==> run_1/pdn.png <==
Pins as bars on the die edge. Tap cells in gray.
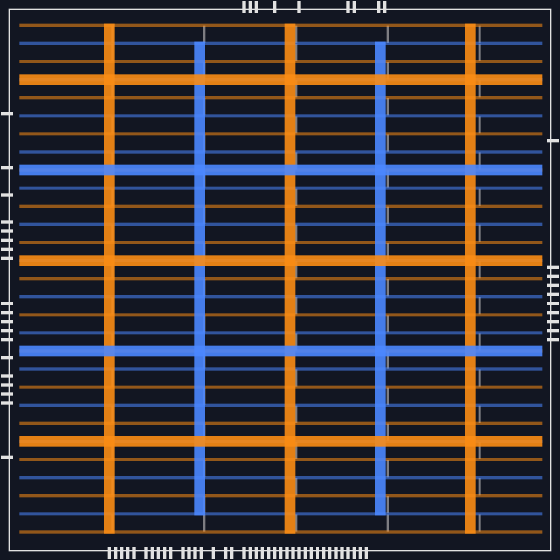
==> run_1/clock_map.png <==
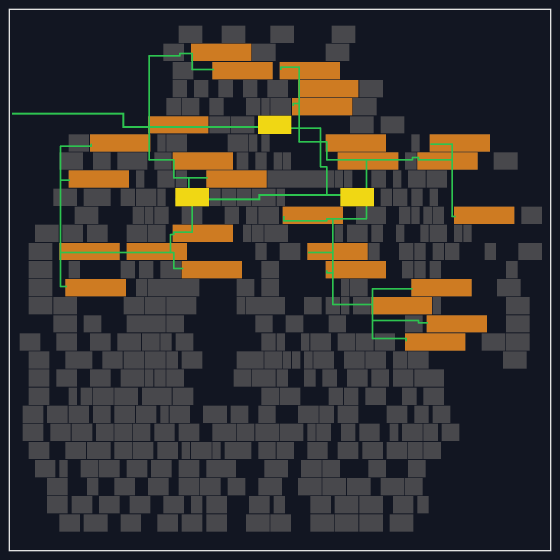
==> run_1/met2.png <==
Scale bar: 20 um.
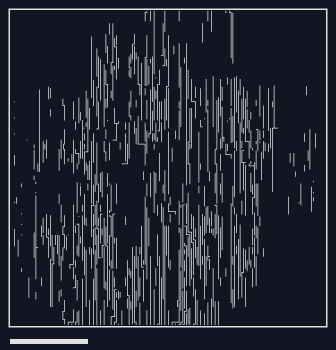
`config.mk`:
```
export PLATFORM = sky130hd
export DESIGN_NAME = hazard_ctrl
export DESIGN_NICKNAME = d
export VERILOG_FILES = /design/src/rtl/hazard_ctrl.sv
export SDC_FILE = /design/constraint.sdc
export NUM_CORES = 1
export LEC_CHECK = 0
export CAP_MARGIN = 20
export CORE_UTILIZATION = 35
export CTS_CLUSTER_SIZE = 40
export DETAILED_ROUTE_END_ITERATION = 8
export PLACE_DENSITY = 0.7
export SYNTH_ARGS = -nofsm -noshare
export SYNTH_HDL_FRONTEND = slang
export SYNTH_SLANG_ARGS = --single-unit
```
`constraint.sdc`:
```
create_clock -name clk -period 2.47 [get_ports clk]
set_clock_uncertainty 0.2 [all_clocks]
set_input_delay 0.247 -clock clk [delete_from_list [all_inputs] [get_ports clk]]
set_output_delay 0.247 -clock clk [all_outputs]
set_load 0.005 [all_outputs]
```
`src/rtl/hazard_ctrl.sv`:
```
// Backward-direction hazard control for the 5-stage pipeline: forwarding selects,
// stall/flush generation, a registered hazard-state FSM and stall/wait counters.
module hazard_ctrl #(
    parameter int CNT_W       = 16,
    parameter int WAIT_W      = 8,
    parameter int MEM_TIMEOUT = 64
) (
    input  logic             clk,
    input  logic             reset,
    input  logic [4:0]       rs_d,
    input  logic [4:0]       rt_d,
    input  logic             branch_d,
    input  logic [4:0]       rs_e,
    input  logic [4:0]       rt_e,
    input  logic [4:0]       writereg_e,
    input  logic             regwrite_e,
    input  logic             memtoreg_e,
    input  logic [4:0]       writereg_m,
    input  logic             regwrite_m,
    input  logic             memtoreg_m,
    input  logic             mem_req_m,
    input  logic             mem_ready,
    input  logic [4:0]       writereg_w,
    input  logic             regwrite_w,
    output logic             stall_f,
    output logic             stall_d,
    output logic             stall_e,
    output logic             stall_m,
    output logic             flush_e,
    output logic             flush_w,
    output logic             forward_ad,
    output logic             forward_bd,
    output logic [1:0]       forward_ae,
    output logic [1:0]       forward_be,
    output logic [1:0]       hazard_state,
    output logic [CNT_W-1:0] stall_cycles,
    output logic             mem_timeout
);

    typedef enum logic [1:0] {
        RUN          = 2'b00,
        LOAD_STALL   = 2'b01,
        BRANCH_STALL = 2'b10,
        MEM_WAIT     = 2'b11
    } state_t;

    localparam logic [WAIT_W-1:0] WAIT_ONE    = WAIT_W'(1);
    localparam logic [WAIT_W-1:0] WAIT_MAX    = {WAIT_W{1'b1}};
    localparam logic [WAIT_W-1:0] TIMEOUT_VAL = WAIT_W'(MEM_TIMEOUT);
    localparam logic [CNT_W-1:0]  CNT_ONE     = CNT_W'(1);
    localparam logic [CNT_W-1:0]  CNT_MAX     = {CNT_W{1'b1}};

    state_t            state;
    state_t            state_next;
    logic [WAIT_W-1:0] wait_cnt;
    logic [WAIT_W-1:0] wait_inc;
    logic              memwait;
    logic              lwstall;
    logic              brstall;

    // $zero is hardwired, so it never creates a dependency.
    function automatic logic reg_match(input logic [4:0] a, input logic [4:0] b);
        return (a != 5'd0) && (a == b);
    endfunction

    assign memwait = mem_req_m && !mem_ready;
    assign lwstall = memtoreg_e && (reg_match(rt_e, rs_d) || reg_match(rt_e, rt_d));
    assign brstall = branch_d &&
                     ((regwrite_e && (reg_match(writereg_e, rs_d) || reg_match(writereg_e, rt_d))) ||
                      (memtoreg_m && (reg_match(writereg_m, rs_d) || reg_match(writereg_m, rt_d))));

    always_comb begin
        forward_ae = 2'b00;
        forward_be = 2'b00;
        forward_ad = 1'b0;
        forward_bd = 1'b0;
        if (!reset) begin
            if (regwrite_m && reg_match(rs_e, writereg_m))
                forward_ae = 2'b10;
            else if (regwrite_w && reg_match(rs_e, writereg_w))
                forward_ae = 2'b01;
            if (regwrite_m && reg_match(rt_e, writereg_m))
                forward_be = 2'b10;
            else if (regwrite_w && reg_match(rt_e, writereg_w))
                forward_be = 2'b01;
            forward_ad = regwrite_m && reg_match(rs_d, writereg_m);
            forward_bd = regwrite_m && reg_match(rt_d, writereg_m);
        end
    end

    // Only the highest-priority hazard drives the stall/flush pattern.
    always_comb begin
        stall_f    = 1'b0;
        stall_d    = 1'b0;
        stall_e    = 1'b0;
        stall_m    = 1'b0;
        flush_e    = 1'b0;
        flush_w    = 1'b0;
        state_next = RUN;
        if (reset) begin
            flush_e = 1'b1;
        end else if (memwait) begin
            stall_f    = 1'b1;
            stall_d    = 1'b1;
            stall_e    = 1'b1;
            stall_m    = 1'b1;
            flush_w    = 1'b1;
            state_next = MEM_WAIT;
        end else if (lwstall || brstall) begin
            stall_f    = 1'b1;
            stall_d    = 1'b1;
            flush_e    = 1'b1;
            state_next = lwstall ? LOAD_STALL : BRANCH_STALL;
        end
    end

    assign wait_inc     = (wait_cnt == WAIT_MAX) ? wait_cnt : wait_cnt + WAIT_ONE;
    assign hazard_state = state;

    always_ff @(posedge clk or posedge reset) begin
        if (reset) begin
            state        <= RUN;
            wait_cnt     <= '0;
            mem_timeout  <= 1'b0;
            stall_cycles <= '0;
        end else begin
            state <= state_next;
            if (state_next == MEM_WAIT) begin
                wait_cnt <= wait_inc;
                if (wait_inc == TIMEOUT_VAL)
                    mem_timeout <= 1'b1;
            end else begin
                wait_cnt <= '0;
            end
            if (stall_f && (stall_cycles != CNT_MAX))
                stall_cycles <= stall_cycles + CNT_ONE;
        end
    end

endmodule
```
==> reports/results.tsv, run 1 <==
stage	metric	value	unit
final_layout	Flop area	675.6	sq um
clock_tree	htree depth	1	
timing	Sum Neg Setup Slack	0	ns
final_layout	antenna cell count	0	
worst_setup_path	Reg2Reg Depth	6	
drt	Max Used Layer	met3	
timing	RSZ-0062 raised after global routing	no	
placed_design	IO buf count	75	
synthesis	Synth area leaders	dfrtp_1 31%, xnor2_1 20%, xor2_1 6.0%	
drt	Iter 0 DRT Violations	71	
global_route	total congestion overflow	0	
final_layout	Layout Cell Area excl Fill	0.003269	sq mm
final_layout	ClkCell Share	1.416	%
drt	Met3 Routed Length	220	um
timing	Setup WS post-layout	0.06315	ns
global_route	first-pass GRT wire length	9873	um
worst_setup_path	top cell family by delay on the critical path	simple AND/OR/NAND/NOR gates	
worst_setup_path	CP bufs+invs	3	
worst_setup_path	CP Data Required Time	2.02	ns
timing	Max Slew Vio Count	0	
clock_tree	Post-CTS Resized	44	
job	count of max-cap constraint violations	0	
pwr	sequential power share	43.4	%
timing	relative slew slack	72.69	%
placed_design	placed instance area	0.003206	sq mm
final_layout	logic area	0.001454	sq mm
job	Log Warnings	26	
drt	WL per Instance	14.13	um
synthesis	Ys Warns	0	
min_path	Hold Crit Endpoint	mem_timeout	
timing	final worst path period share	97.44	%
die	Top Ports	76	
synthesis	Synth Seq Share	30.79	%
worst_setup_path	critical path's largest stage delay	0.55	ns
synthesis	dominant kind of combinational cell	XOR/XNOR gates	
worst_setup_path	Worst Setup End Kind	primary output	
die	FP Util	36.63	%
global_route	maximum number of pins on one net before global-route repair	17	
die	chip height	81.19	um
final_layout	Final Non-Filler Cells	422	
final_layout	fraction of area in registers	20.67	%
synthesis	Net Count, Synth	293	
worst_setup_path	startpoint types	primary input	
final_layout	Final #Nets	395	
clock_tree	CTS sink count	27	
worst_setup_path	r2r setup slk	0.26	ns
clock_tree	clock transition at the registers of the reported paths	0.09	ns
global_route	routing usage on met1	26.25	%
final_layout	number of flip-flops in the largest register	16	
synthesis	Cell variety after synth	44	
final_layout	Largest cell class	combinational gates	
final_layout	layout buffering overhead excluding clock cells	30.12	%
die	Rows	28	
final_layout	Area Overhead vs Synth	48.97	%
final_layout	bufs w/o clock	113	
clock_tree	CTS tree	done	
timing	Worst-Margin Slew	0.4077	ns
pwr	Leakage	1.345	nW
pwr	PnR Total Power	1.191	mW
synthesis	flip-flops with a built-in enable	0	
status	status	finished clean	
min_path	HP Class	flip-flop to flip-flop	
pwr	Gate power share	35.8	%
timing	# setup viols final	0	
global_route	GRT Overall Usage	19.41	%
clock_tree	largest buffer count on any clock path	2	
die	Tapcells	75	
worst_setup_path	Crit-path slowest cell	or4_4	
synthesis	main flop type after synthesis	dfrtp_1	
synthesis	Max-area cell share	30.79	%
pwr	Switching Share	29.55	%
clock_tree	hold_buf cts	0	
timing	final hold viol count	0	
synthesis	AO/OA Area Share	9.521	%
-- pdn.png (at the start) --
legend:
  VDD:
    color: blue
  VSS:
    color: orange
met1 rails: 29
rows: 28
met4 straps: 5
signal pins: 76
met5 straps: 5

-- clock_map.png (at the start) --
legend:
  flip-flops:
    color: orange
    count: 27
  cells driving clock nets:
    color: yellow
    count: 3
  clock wires:
    color: green
    length: 317 um
routed clock nets: 4
Clk Latency, worst-skew pair: 0.27 ns
P_clk: 248 uW
Clk pwr share: 20.8%

-- met2.png (at the start) --
longest straight run: 36.4 um
nets with wire on the layer: 354
wire length on this layer: 2960 um
share of all routed wire: 50%
routed wire length: 5963 um
via count: 2132
GR Util met2: 33.87%

==> inputs of run 2 (changes only) <==
- CORE_UTILIZATION: 35 -> 55
- DONT_BUFFER_PORTS: default -> 1
- PLACE_DENSITY: 0.7 -> 0.75
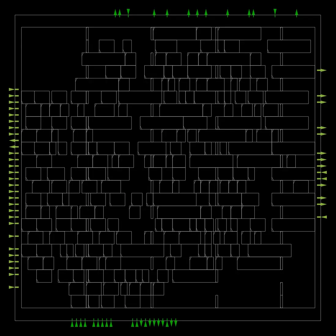
(run_2/final_placement.png)
flip-flops: 27
Tapcells: 48
Rows: 22

==> reports/results.tsv, run 2 <==
stage	metric	value	unit
clock_tree	largest buffer count on any clock path	2	
timing	Max Slew Vio Count	0	
clock_tree	htree depth	1	
job	count of max-cap constraint violations	0	
final_layout	Area Overhead vs Synth	1.824	%
final_layout	Final #Nets	286	
final_layout	layout buffering overhead excluding clock cells	1.456	%
status	status	finished clean	
clock_tree	CTS tree	done	
worst_setup_path	R2R Path End	stall_cycles[7]	
final_layout	Largest cell class	combinational gates	
timing	final worst path period share	90.03	%
drt	Max Used Layer	met4	
drt	Iter 0 DRT Violations	174	
final_layout	logic area	0.001406	sq mm
synthesis	main flop type after synthesis	dfrtp_1	
timing	Setup WS post-layout	0.2461	ns
worst_setup_path	critical path's largest stage delay	0.44	ns
drt	Met3 Routed Length	336	um
timing	relative slew slack	74.90	%
final_layout	Inverters, non-clock	4	
clock_tree	clock transition at the registers of the reported paths	0.09	ns
clock_tree	CTS sink count	27	
pwr	Switching Share	27.90	%
synthesis	dominant kind of combinational cell	XOR/XNOR gates	
worst_setup_path	CP bufs+invs	0	
pwr	Gate power share	20.4	%
pwr	PnR Total Power	973.0	uW
worst_setup_path	CP Data Required Time	2.43	ns
final_layout	FILL cells	357	
drt	via count	1720	
timing	Worst-Margin Slew	0.3765	ns
final_layout	Layout Cell Area excl Fill	0.002235	sq mm
placed_design	Final HPWL DP	3812	um
pwr	sequential power share	53.7	%
placed_design	IO buf count	0	
global_route	total congestion overflow	0	
clock_tree	Clk Latency, worst-skew pair	0.27	ns
drt	WL met2	2348	um
pwr	Leakage	0.8455	nW
synthesis	Max-area cell share	30.79	%
die	FP Util	58.62	%
final_layout	fraction of area in registers	30.24	%
final_layout	comb_multi_in	199	
clock_tree	Post-CTS Resized	0	
synthesis	Cell variety after synth	44	
synthesis	flip-flops with a built-in enable	0	
worst_setup_path	r2r setup slk	0.25	ns
timing	# setup viols final	0	
timing	Sum Neg Setup Slack	0	ns
placed_design	placed instance area	0.002173	sq mm
global_route	GR Util met2	40.08	%
synthesis	Ys Warns	0	
global_route	first-pass GRT wire length	7914	um
final_layout	number of flip-flops in the largest register	16	
drt	WL per Instance	16.50	um
worst_setup_path	top cell family by delay on the critical path	simple AND/OR/NAND/NOR gates	
global_route	maximum number of pins on one net before global-route repair	33	
worst_setup_path	Worst Setup End Kind	flip-flop	
global_route	GRT Overall Usage	23.73	%
global_route	routing usage on met1	30.83	%
synthesis	AO/OA Area Share	9.521	%
clock_tree	Root Buffer	clkbuf_8	
synthesis	Synth area leaders	dfrtp_1 31%, xnor2_1 20%, xor2_1 6.0%	
synthesis	Synth Seq Share	30.79	%
clock_tree	hold_buf cts	1	
worst_setup_path	Crit-path slowest cell	dfrtp_1	
job	Log Warnings	26	
drt	Detail Route Antenna Nets	0	
drt	# DRC	0	
final_layout	ClkCell Share	2.016	%
pwr	cell internal pwr	701.6	uW
pwr	Clk pwr share	25.9	%
min_path	HP Class	primary input to flip-flop	
timing	RSZ-0062 raised after global routing	no	
die	chip height	65.17	um
timing	final hold viol count	0	
final_layout	Final Non-Filler Cells	286	
die	Top Ports	76	
pwr	P_clk	252	uW
worst_setup_path	startpoint types	flip-flop	
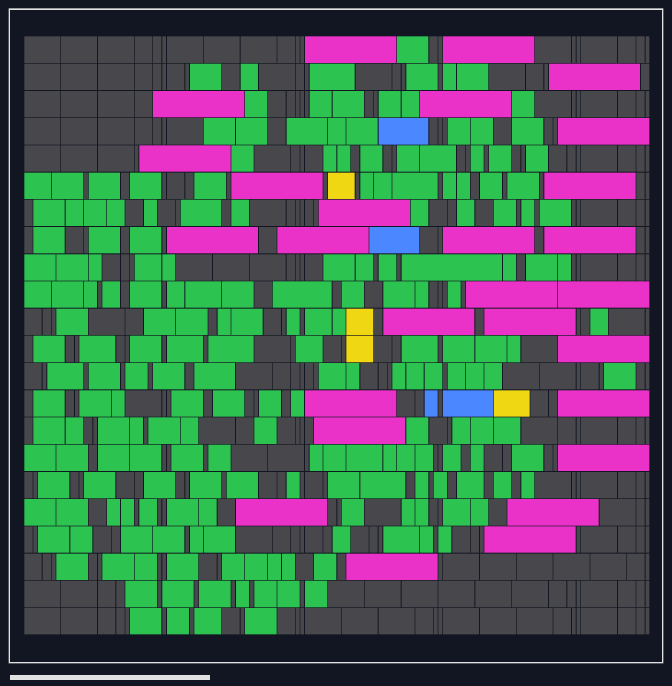
(run_2/cell_classes.png)
Scale bar: 20 um. Fill, decap, tap and diode cells in gray.
legend:
  clock drivers and dummy loads:
    color: blue
    cells: 4
  other buffers and delay cells:
    color: yellow
    cells: 4
  flip-flops:
    color: magenta
    cells: 27
  all other logic:
    color: green
    cells: 203

==> inputs of run 3 (changes only) <==
- CORE_MARGIN: default -> 8
- HOLD_SLACK_MARGIN: default -> 0.1
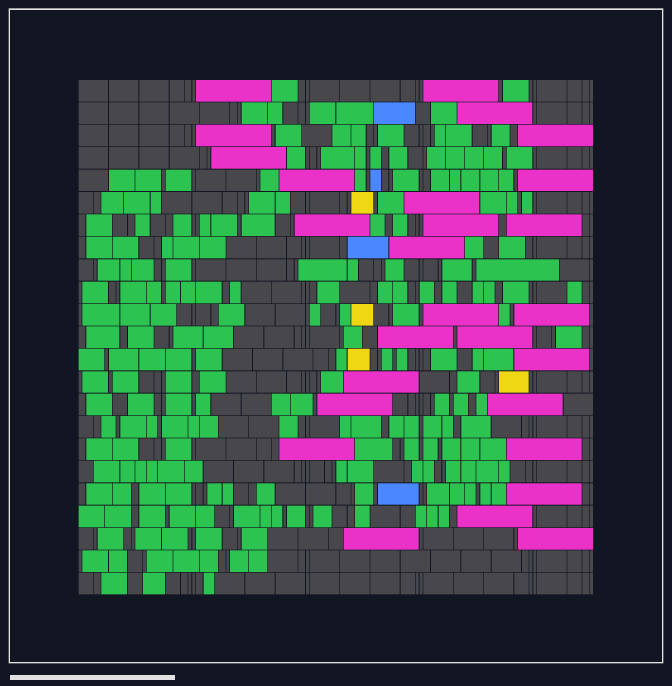
(run_3/cell_classes.png)
Scale bar: 20 um. Fill, decap, tap and diode cells in gray.
Rows: 23
core area: 0.003914 sq mm
Layout Cell Area excl Fill: 0.002231 sq mm

==> reports/results.tsv, run 3 <==
stage	metric	value	unit
drt	via count	1703	
clock_tree	htree depth	1	
global_route	GRT Overall Usage	16.64	%
clock_tree	Root Buffer	clkbuf_8	
final_layout	FILL cells	375	
final_layout	Final Non-Filler Cells	288	
min_path	Hold Crit Endpoint	stall_cycles[2]	
synthesis	Ys Warns	0	
final_layout	Largest cell class	combinational gates	
pwr	sequential power share	54.0	%
pwr	cell internal pwr	700.9	uW
final_layout	flip-flops	27	
worst_setup_path	R2R Path End	stall_cycles[9]	
synthesis	Max-area cell share	30.79	%
synthesis	Synth Seq Share	30.79	%
die	FP Util	56.07	%
clock_tree	largest buffer count on any clock path	2	
timing	Worst-Margin Slew	0.4958	ns
worst_setup_path	Worst Setup End Kind	flip-flop	
synthesis	Net Count, Synth	293	
worst_setup_path	r2r setup slk	0.17	ns
drt	Max Used Layer	met4	
synthesis	Synth area leaders	dfrtp_1 31%, xnor2_1 20%, xor2_1 6.0%	
global_route	first-pass GRT wire length	8473	um
worst_setup_path	CP Data Required Time	2.43	ns
global_route	routing usage on met1	17.83	%
final_layout	Area Overhead vs Synth	1.653	%
worst_setup_path	Reg2Reg Depth	6	
die	chip height	79.17	um
global_route	GR Util met2	28.27	%
placed_design	placed instance area	0.002176	sq mm
pwr	Switching Share	27.83	%
timing	RSZ-0062 raised after global routing	no	
timing	final hold viol count	0	
placed_design	Final HPWL DP	4280	um
die	Tapcells	50	
clock_tree	CTS sink count	27	
pwr	Clk pwr share	25.5	%
synthesis	flip-flops with a built-in enable	0	
status	status	finished clean	
drt	Iter 0 DRT Violations	137	
timing	Sum Neg Setup Slack	0	ns
drt	Detail Route Antenna Nets	0	
global_route	maximum number of pins on one net before global-route repair	33	
clock_tree	Clk Latency, worst-skew pair	0.27	ns
drt	Met3 Routed Length	634	um
final_layout	Flop area	675.6	sq um
final_layout	layout buffering overhead excluding clock cells	1.458	%
worst_setup_path	CP bufs+invs	0	
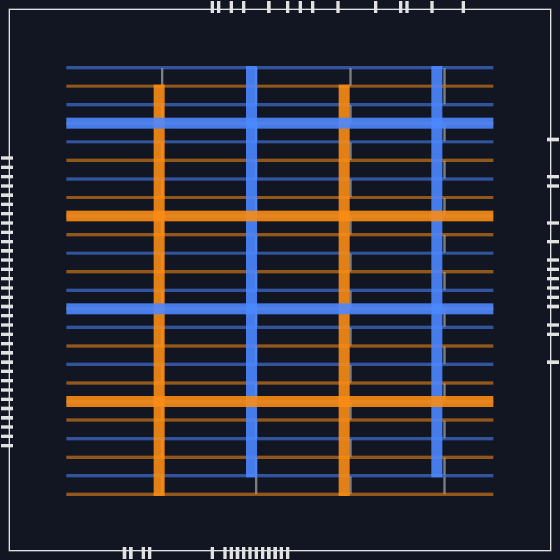
(run_3/pdn.png)
Pins as bars on the die edge. Tap cells in gray.
legend:
  VDD:
    color: blue
  VSS:
    color: orange
met1 rails: 24
met4 straps: 4
tap cells: 50

Power figures rest on the tool's default switching activity, not on a simulated workload.
